<file path="config.mk">
export PLATFORM = sky130hd
export DESIGN_NAME = axi_lite_master_cmd_flat
export DESIGN_NICKNAME = d
export VERILOG_FILES = /design/src/rtl/axi_lite_master_cmd_if.sv /design/src/rtl/axi_lite_master_cmd.sv /design/src/flat_wrapper.sv
export SDC_FILE = /design/constraint.sdc
export NUM_CORES = 1
export LEC_CHECK = 0
export CAP_MARGIN = 30
export CORE_AREA = 2 2 121 123
export CTS_CLUSTER_DIAMETER = 80
export CTS_CLUSTER_SIZE = 12
export DETAILED_ROUTE_END_ITERATION = 16
export DIE_AREA = 0 0 123 125
export PLACE_DENSITY = 0.79
export SYNTH_ARGS = -nofsm -noshare
export SYNTH_HDL_FRONTEND = slang
export SYNTH_SLANG_ARGS = --single-unit
</file>
<file path="constraint.sdc">
create_clock -name CLK -period 1.64 [get_ports CLK]
set_input_delay 0.328 -clock CLK [delete_from_list [all_inputs] [get_ports CLK]]
set_output_delay 0.328 -clock CLK [all_outputs]
set_load 0.1 [all_outputs]
</file>
<file path="src/rtl/axi_lite_master_cmd_if.sv">
// AXI4-Lite bus between a single master and a single slave.
//
// Handshake rule for every channel (AW, W, B, AR, R): a beat transfers on a
// rising clock edge where VALID and READY are both high. Once raised, VALID
// stays high and the payload stays stable until that edge; READY may be
// raised or lowered freely and never depends on VALID being low.
//
// Modports:
//   master : drives AW*, W*, AR* payload/VALID and BREADY/RREADY.
//   slave  : drives AWREADY, WREADY, ARREADY and the B/R payload/VALID.
interface axi_lite_master_cmd_if #(
   parameter int DATA_WIDTH = 32,
   parameter int ADDR_WIDTH = 32
);
   logic [ADDR_WIDTH-1:0]   AWADDR;
   logic                    AWVALID;
   logic                    AWREADY;
   logic [DATA_WIDTH-1:0]   WDATA;
   logic [DATA_WIDTH/8-1:0] WSTRB;
   logic                    WVALID;
   logic                    WREADY;
   logic [1:0]              BRESP;
   logic                    BVALID;
   logic                    BREADY;
   logic [ADDR_WIDTH-1:0]   ARADDR;
   logic                    ARVALID;
   logic                    ARREADY;
   logic [DATA_WIDTH-1:0]   RDATA;
   logic [1:0]              RRESP;
   logic                    RVALID;
   logic                    RREADY;

   modport master (
      output AWADDR, AWVALID, input AWREADY,
      output WDATA, WSTRB, WVALID, input WREADY,
      input BRESP, BVALID, output BREADY,
      output ARADDR, ARVALID, input ARREADY,
      input RDATA, RRESP, RVALID, output RREADY
   );

   modport slave (
      input AWADDR, AWVALID, output AWREADY,
      input WDATA, WSTRB, WVALID, output WREADY,
      output BRESP, BVALID, input BREADY,
      input ARADDR, ARVALID, output ARREADY,
      output RDATA, RRESP, RVALID, input RREADY
   );
endinterface

</file>
<file path="src/rtl/axi_lite_master_cmd.sv">
// Single-outstanding AXI4-Lite master. Accepts one register command from
// local logic, runs it as an AXI-Lite write (AW+W issued together, then B)
// or read (AR then R), and returns data/response to the requester.
//
// Ports:
//   CLK, RESET              clock, synchronous active-high reset
//   CMD_ADDR/WDATA/WSTRB    command payload
//   CMD_WRITE               1 = write, 0 = read
//   CMD_VALID/CMD_READY     command handshake (CMD_READY high only in idle)
//   RSP_RDATA/RESP/WRITE    completed-command result, held until consumed
//   RSP_VALID/RSP_READY     response handshake
//   TIMEOUT                 sticky: some AXI handshake waited TIMEOUT_CYCLES
//   axi                     AXI4-Lite master bus (all outputs registered)
//   STATE_DBG               current FSM state for observation
module axi_lite_master_cmd #(
   parameter int DATA_WIDTH     = 32,
   parameter int ADDR_WIDTH     = 32,
   parameter int TIMEOUT_CYCLES = 1024
) (
   input  logic                    CLK,
   input  logic                    RESET,
   input  logic [ADDR_WIDTH-1:0]   CMD_ADDR,
   input  logic [DATA_WIDTH-1:0]   CMD_WDATA,
   input  logic [DATA_WIDTH/8-1:0] CMD_WSTRB,
   input  logic                    CMD_WRITE,
   input  logic                    CMD_VALID,
   output logic                    CMD_READY,
   output logic [DATA_WIDTH-1:0]   RSP_RDATA,
   output logic [1:0]              RSP_RESP,
   output logic                    RSP_WRITE,
   output logic                    RSP_VALID,
   input  logic                    RSP_READY,
   output logic                    TIMEOUT,
   axi_lite_master_cmd_if.master   axi,
   output logic [2:0]              STATE_DBG
);

   typedef enum logic [2:0] {
      ST_IDLE  = 3'd0,
      ST_WRITE = 3'd1,
      ST_WRESP = 3'd2,
      ST_READ  = 3'd3,
      ST_RDATA = 3'd4,
      ST_RSP   = 3'd5
   } state_t;

   // Counter wide enough to hold TIMEOUT_CYCLES itself (it saturates there).
   localparam int CW = (TIMEOUT_CYCLES < 2) ? 1 : $clog2(TIMEOUT_CYCLES + 1);
   localparam logic [CW-1:0] TO_LIM = CW'(TIMEOUT_CYCLES);

   state_t        state;
   logic [CW-1:0] tmo_cnt;
   logic          aw_fin;
   logic          w_fin;
   logic          wait_st;
   logic          exit_now;

   assign CMD_READY = (state == ST_IDLE) && !RESET;
   assign STATE_DBG = state;

   // A channel is finished once its VALID has dropped or it handshakes now.
   assign aw_fin = !axi.AWVALID || axi.AWREADY;
   assign w_fin  = !axi.WVALID  || axi.WREADY;

   always_comb begin
      wait_st  = 1'b0;
      exit_now = 1'b0;
      case (state)
         ST_WRITE: begin wait_st = 1'b1; exit_now = aw_fin && w_fin;                 end
         ST_WRESP: begin wait_st = 1'b1; exit_now = axi.BVALID && axi.BREADY;         end
         ST_READ:  begin wait_st = 1'b1; exit_now = axi.ARVALID && axi.ARREADY;       end
         ST_RDATA: begin wait_st = 1'b1; exit_now = axi.RVALID && axi.RREADY;         end
         default:  begin wait_st = 1'b0; exit_now = 1'b0;                             end
      endcase
   end

   always_ff @(posedge CLK) begin
      if (RESET) begin
         state       <= ST_IDLE;
         tmo_cnt     <= '0;
         TIMEOUT     <= 1'b0;
         axi.AWADDR  <= '0;
         axi.AWVALID <= 1'b0;
         axi.WDATA   <= '0;
         axi.WSTRB   <= '0;
         axi.WVALID  <= 1'b0;
         axi.BREADY  <= 1'b0;
         axi.ARADDR  <= '0;
         axi.ARVALID <= 1'b0;
         axi.RREADY  <= 1'b0;
         RSP_RDATA   <= '0;
         RSP_RESP    <= 2'd0;
         RSP_WRITE   <= 1'b0;
         RSP_VALID   <= 1'b0;
      end else begin
         // Timeout only observes; the transaction keeps waiting regardless.
         if (!wait_st || exit_now) begin
            tmo_cnt <= '0;
         end else if ((TIMEOUT_CYCLES != 0) && (tmo_cnt != TO_LIM)) begin
            tmo_cnt <= tmo_cnt + 1'b1;
            if (tmo_cnt == TO_LIM - 1'b1) TIMEOUT <= 1'b1;
         end

         case (state)
            ST_IDLE: begin
               if (CMD_VALID) begin
                  if (CMD_WRITE) begin
                     axi.AWADDR  <= CMD_ADDR;
                     axi.WDATA   <= CMD_WDATA;
                     axi.WSTRB   <= CMD_WSTRB;
                     axi.AWVALID <= 1'b1;
                     axi.WVALID  <= 1'b1;
                     state       <= ST_WRITE;
                  end else begin
                     axi.ARADDR  <= CMD_ADDR;
                     axi.ARVALID <= 1'b1;
                     state       <= ST_READ;
                  end
               end
            end
            ST_WRITE: begin
               // AW and W complete independently, possibly on the same edge.
               if (axi.AWREADY) axi.AWVALID <= 1'b0;
               if (axi.WREADY)  axi.WVALID  <= 1'b0;
               if (aw_fin && w_fin) begin
                  axi.BREADY <= 1'b1;
                  state      <= ST_WRESP;
               end
            end
            ST_WRESP: begin
               if (axi.BVALID) begin
                  axi.BREADY <= 1'b0;
                  RSP_RDATA  <= '0;
                  RSP_RESP   <= axi.BRESP;
                  RSP_WRITE  <= 1'b1;
                  RSP_VALID  <= 1'b1;
                  state      <= ST_RSP;
               end
            end
            ST_READ: begin
               if (axi.ARREADY) begin
                  axi.ARVALID <= 1'b0;
                  axi.RREADY  <= 1'b1;
                  state       <= ST_RDATA;
               end
            end
            ST_RDATA: begin
               if (axi.RVALID) begin
                  axi.RREADY <= 1'b0;
                  RSP_RDATA  <= axi.RDATA;
                  RSP_RESP   <= axi.RRESP;
                  RSP_WRITE  <= 1'b0;
                  RSP_VALID  <= 1'b1;
                  state      <= ST_RSP;
               end
            end
            ST_RSP: begin
               if (RSP_READY) begin
                  RSP_VALID <= 1'b0;
                  state     <= ST_IDLE;
               end
            end
            default: state <= ST_IDLE;
         endcase
      end
   end

endmodule
</file>
<file path="src/flat_wrapper.sv">
// flat-port wrapper written by rule: the top's interface ports become plain ports
module axi_lite_master_cmd_flat 
#(
   parameter int DATA_WIDTH     = 32,
   parameter int ADDR_WIDTH     = 32,
   parameter int TIMEOUT_CYCLES = 1024
)
  (CLK, RESET, CMD_ADDR, CMD_WDATA, CMD_WSTRB, CMD_WRITE, CMD_VALID, CMD_READY, RSP_RDATA, RSP_RESP, RSP_WRITE, RSP_VALID, RSP_READY, TIMEOUT, STATE_DBG, axi_AWADDR, axi_AWVALID, axi_AWREADY, axi_WDATA, axi_WSTRB, axi_WVALID, axi_WREADY, axi_BRESP, axi_BVALID, axi_BREADY, axi_ARADDR, axi_ARVALID, axi_ARREADY, axi_RDATA, axi_RRESP, axi_RVALID, axi_RREADY);
  axi_lite_master_cmd_if #(.DATA_WIDTH(DATA_WIDTH), .ADDR_WIDTH(ADDR_WIDTH)) axi_i ();
  input  logic CLK;
  input  logic RESET;
  input  logic [ADDR_WIDTH-1:0] CMD_ADDR;
  input  logic [DATA_WIDTH-1:0] CMD_WDATA;
  input  logic [DATA_WIDTH/8-1:0] CMD_WSTRB;
  input  logic CMD_WRITE;
  input  logic CMD_VALID;
  output logic CMD_READY;
  output logic [DATA_WIDTH-1:0] RSP_RDATA;
  output logic [1:0] RSP_RESP;
  output logic RSP_WRITE;
  output logic RSP_VALID;
  input  logic RSP_READY;
  output logic TIMEOUT;
  output logic [2:0] STATE_DBG;
  output wire logic [$bits(axi_i.AWADDR)-1:0] axi_AWADDR;
  output wire logic [$bits(axi_i.AWVALID)-1:0] axi_AWVALID;
  input wire logic [$bits(axi_i.AWREADY)-1:0] axi_AWREADY;
  output wire logic [$bits(axi_i.WDATA)-1:0] axi_WDATA;
  output wire logic [$bits(axi_i.WSTRB)-1:0] axi_WSTRB;
  output wire logic [$bits(axi_i.WVALID)-1:0] axi_WVALID;
  input wire logic [$bits(axi_i.WREADY)-1:0] axi_WREADY;
  input wire logic [$bits(axi_i.BRESP)-1:0] axi_BRESP;
  input wire logic [$bits(axi_i.BVALID)-1:0] axi_BVALID;
  output wire logic [$bits(axi_i.BREADY)-1:0] axi_BREADY;
  output wire logic [$bits(axi_i.ARADDR)-1:0] axi_ARADDR;
  output wire logic [$bits(axi_i.ARVALID)-1:0] axi_ARVALID;
  input wire logic [$bits(axi_i.ARREADY)-1:0] axi_ARREADY;
  input wire logic [$bits(axi_i.RDATA)-1:0] axi_RDATA;
  input wire logic [$bits(axi_i.RRESP)-1:0] axi_RRESP;
  input wire logic [$bits(axi_i.RVALID)-1:0] axi_RVALID;
  output wire logic [$bits(axi_i.RREADY)-1:0] axi_RREADY;
  assign axi_AWADDR = axi_i.AWADDR;
  assign axi_AWVALID = axi_i.AWVALID;
  assign axi_i.AWREADY = axi_AWREADY;
  assign axi_WDATA = axi_i.WDATA;
  assign axi_WSTRB = axi_i.WSTRB;
  assign axi_WVALID = axi_i.WVALID;
  assign axi_i.WREADY = axi_WREADY;
  assign axi_i.BRESP = axi_BRESP;
  assign axi_i.BVALID = axi_BVALID;
  assign axi_BREADY = axi_i.BREADY;
  assign axi_ARADDR = axi_i.ARADDR;
  assign axi_ARVALID = axi_i.ARVALID;
  assign axi_i.ARREADY = axi_ARREADY;
  assign axi_i.RDATA = axi_RDATA;
  assign axi_i.RRESP = axi_RRESP;
  assign axi_i.RVALID = axi_RVALID;
  assign axi_RREADY = axi_i.RREADY;
  axi_lite_master_cmd #(.DATA_WIDTH(DATA_WIDTH), .ADDR_WIDTH(ADDR_WIDTH), .TIMEOUT_CYCLES(TIMEOUT_CYCLES)) u_core (.CLK(CLK), .RESET(RESET), .CMD_ADDR(CMD_ADDR), .CMD_WDATA(CMD_WDATA), .CMD_WSTRB(CMD_WSTRB), .CMD_WRITE(CMD_WRITE), .CMD_VALID(CMD_VALID), .CMD_READY(CMD_READY), .RSP_RDATA(RSP_RDATA), .RSP_RESP(RSP_RESP), .RSP_WRITE(RSP_WRITE), .RSP_VALID(RSP_VALID), .RSP_READY(RSP_READY), .TIMEOUT(TIMEOUT), .axi(axi_i), .STATE_DBG(STATE_DBG));
endmodule
</file>
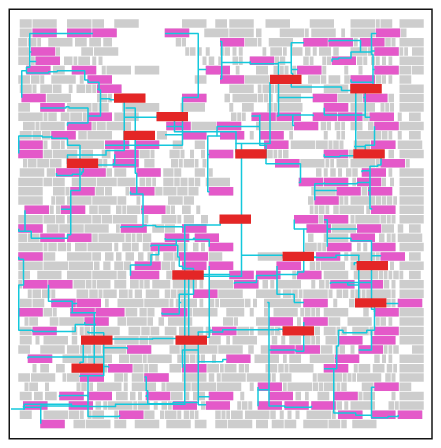
Figure 1: run 1, clock wires, drivers and flops.
[clock-net drivers] red | count: 17
[flip-flops] magenta | count: 156
[clock wires] cyan | length: 1870 um
routed clock nets: 18
Clk pwr share: 0.331
clock latency on the worst-skew pair: 0.41 ns

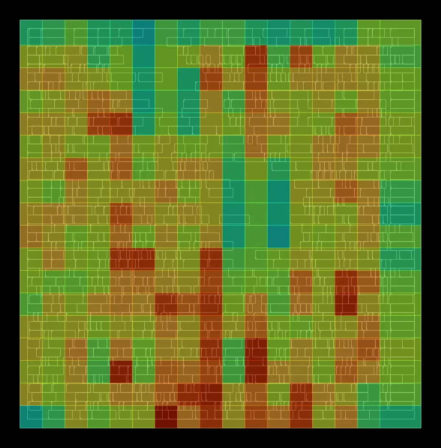
Figure 2: run 1, track usage over the die.
utilization after layout: 0.766
GRT busiest layer: met2
met1 Track Usage GR: 0.270
gr usage total: 0.254

==> out/qor.csv <==
stage,metric,value,unit
pwr,"IR drop worst, VDD",0.748,mV
final_timing,Setup-failing EPs final,1,
worst_setup_path,CP Capture Type,output pin,
global_route,vias in the first global route,5954,
logic_synthesis,synthesized area,5750,um^2
worst_setup_path,crit-path cells,buf_6 > nor4_4 > buf_12,
detailed_routing,vias,5827,
logic_synthesis,register area share after synthesis,0.543,
logic_synthesis,Synth area leader,dfxtp_1,
placed_design,GP Congestion,0.815,
final_timing,WHS,0.164,ns
final_timing,Post-Route Skew,0.00646,ns
final_timing,Period minus WS final,1.73,ns
worst_setup_path,Setup CP Type,reg2out,
logic_synthesis,Top-area cell share,0.543,
logic_synthesis,yosys warns,0,
final_timing,Slew headroom,0.690,
cells_and_area,clk tree area frac,0.0636,
cells_and_area,Top cell excl fill/tap,nand2_1,
die,Die Wd,123,um
worst_setup_path,CP bufs+invs,2,
clocking,clock tree from TritonCTS,done,
die,Die Y-Extent,125,um
global_route,met2 Usage GRT,0.445,
run_status,status,"finished, violations left",
run,Max-Cap Viols,0,
logic_synthesis,yosys stat chip area,5750,um^2
worst_setup_path,Critical Path Max Stage Delay,0.34,ns
die,die area,15400,um^2
pwr,Lkg Pwr,4.06,nW
worst_setup_path,Worst setup SP type,register,
worst_setup_path,worst r2r path cells,6,
logic_synthesis,syn avg cell area,8.39,um^2
cells_and_area,Comb area share,0.219,
cells_and_area,FILL cells,874,
logic_synthesis,yosys cell count,686,
worst_hold_path,hold-critical path depth,2,
placed_design,"Cell Area, Placed",10100,um^2
worst_setup_path,r2r startpoint,u_core.STATE_DBG[0],
cells_and_area,dominant logic cell types in the final layout,"208 x nand2_1, 155 x buf_12, 148 x dfxtp_1",
cells_and_area,n_diodes,0,
run_status,failing checks,setup timing,
clocking,hold_buf cts,0,
cells_and_area,buffer share of cell area,0.406,
clocking,Root Driver,clkbuf_16,
global_route,total congestion overflow,0,
final_timing,Final Hold Viols,0,
die,tapcell count,184,
cells_and_area,inverter count,7,
logic_synthesis,Post-synth area hogs,"dfxtp_1 54%, nand2_1 14%, a21oi_1 8.8%",
final_timing,Tcrit/Tclk final,1.05,
global_route,largest net degree at the start of global routing,105,
clocking,# clock sinks,156,
clocking,Num CTS Buffers,17,
worst_setup_path,critical path required time,1.31,ns
logic_synthesis,#FFs+latches synth,156,
cells_and_area,Comb gate area,2380,um^2
worst_hold_path,Hold EP,u_core.axi.BREADY,
pwr,Pwr Total,0.0137,W
worst_hold_path,min-delay src,RESET,
clocking,"Reg clk slew, reported paths",0.06,ns
cells_and_area,final net count,1058,
logic_synthesis,Synth cell types,45,
final_timing,Setup Total Neg Slack,-0.0890,ns
detailed_routing,final antenna-violating net count,0,
worst_setup_path,"setup slack, reg-to-reg",0.04,ns
detailed_routing,metal2 WL,9930,um
final_timing,Slew @ Worst Pin,0.465,ns
detailed_routing,Max Used Layer,met4,
global_route,M3 GR Usage,0.105,
detailed_routing,initial DRC count,408,
cells_and_area,Clock buffer cells,21,
logic_synthesis,Cells after Synth,686,
placed_design,Place WS,-0.190,ns
logic_synthesis,Mapped Nets,802,
final_timing,PnR worst setup slack,-0.0890,ns
detailed_routing,drt first pass iters,5,
final_timing,fmax,0.578,GHz
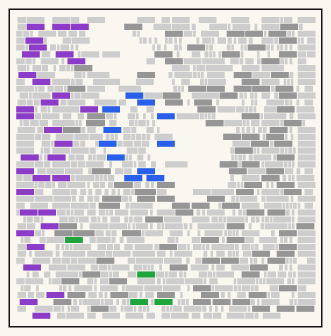
Figure 3: run 1, sequential cells coloured by netlist name.
| signal | colour | placed flops | where |
|---|---|---|---|
| u_core.RSP_RDATA | purple | 32 | a vertical strip on the left |
| u_core.tmo_cnt | blue | 11 | middle |
| u_core.axi.WSTRB | green | 4 | bottom middle |
sequential cell area share: 0.289
register area: 3140 um^2

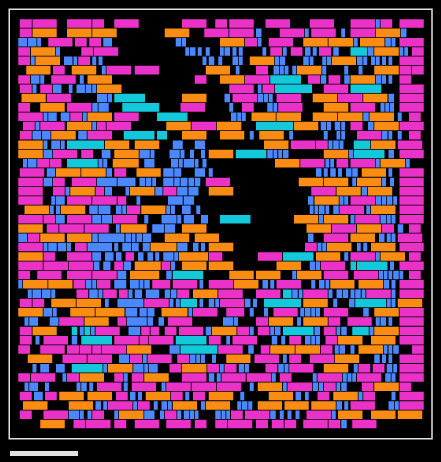
Figure 4: run 1, placement by cell class.
Bar = 20 um.
| class | colour | cells | share of their area |
|---|---|---|---|
| remaining logic cells | blue | 479 | 23% |
| clock drivers and dummy loads | cyan | 32 | 6.5% |
| registers | orange | 156 | 29% |
| remaining buffers and delay cells | magenta | 288 | 41% |
core area: 14200 um^2
final instance area: 10900 um^2
Rows: 44

==> run 1: cell families (layout without fill, tap and decap cells) <==
group,Yosys count,count (layout),share of synthesized area
and+or+nand+nor,298,298,0.216
AOI/OAI and AO/OA,160,160,0.167
DFF,156,156,0.543
buffers and inverters,58,327,0.0509
xor gates and xnor gates,8,8,0.0122
muxes,4,4,0.00696
adders and majority gates,2,2,0.00435
==> run 1: timing repair <==
item / CTS / global route
gates resized: 5 / 12
setup endpoints to repair: 1 / 76
pin swaps: 1 / 4
gates cloned: 0 / 1
buffers inserted: 5 / 1
==> run 1: where the power goes <==
group	switching, W	internal [W]	leakage (nW)
registers	0.000303	0.00408	1.27
clock network	0.00153	0.00301	0.339
logic	0.00300	0.00178	2.45
total	0.00483	0.00888	4.06
Power and IR drop assume default switching activity.
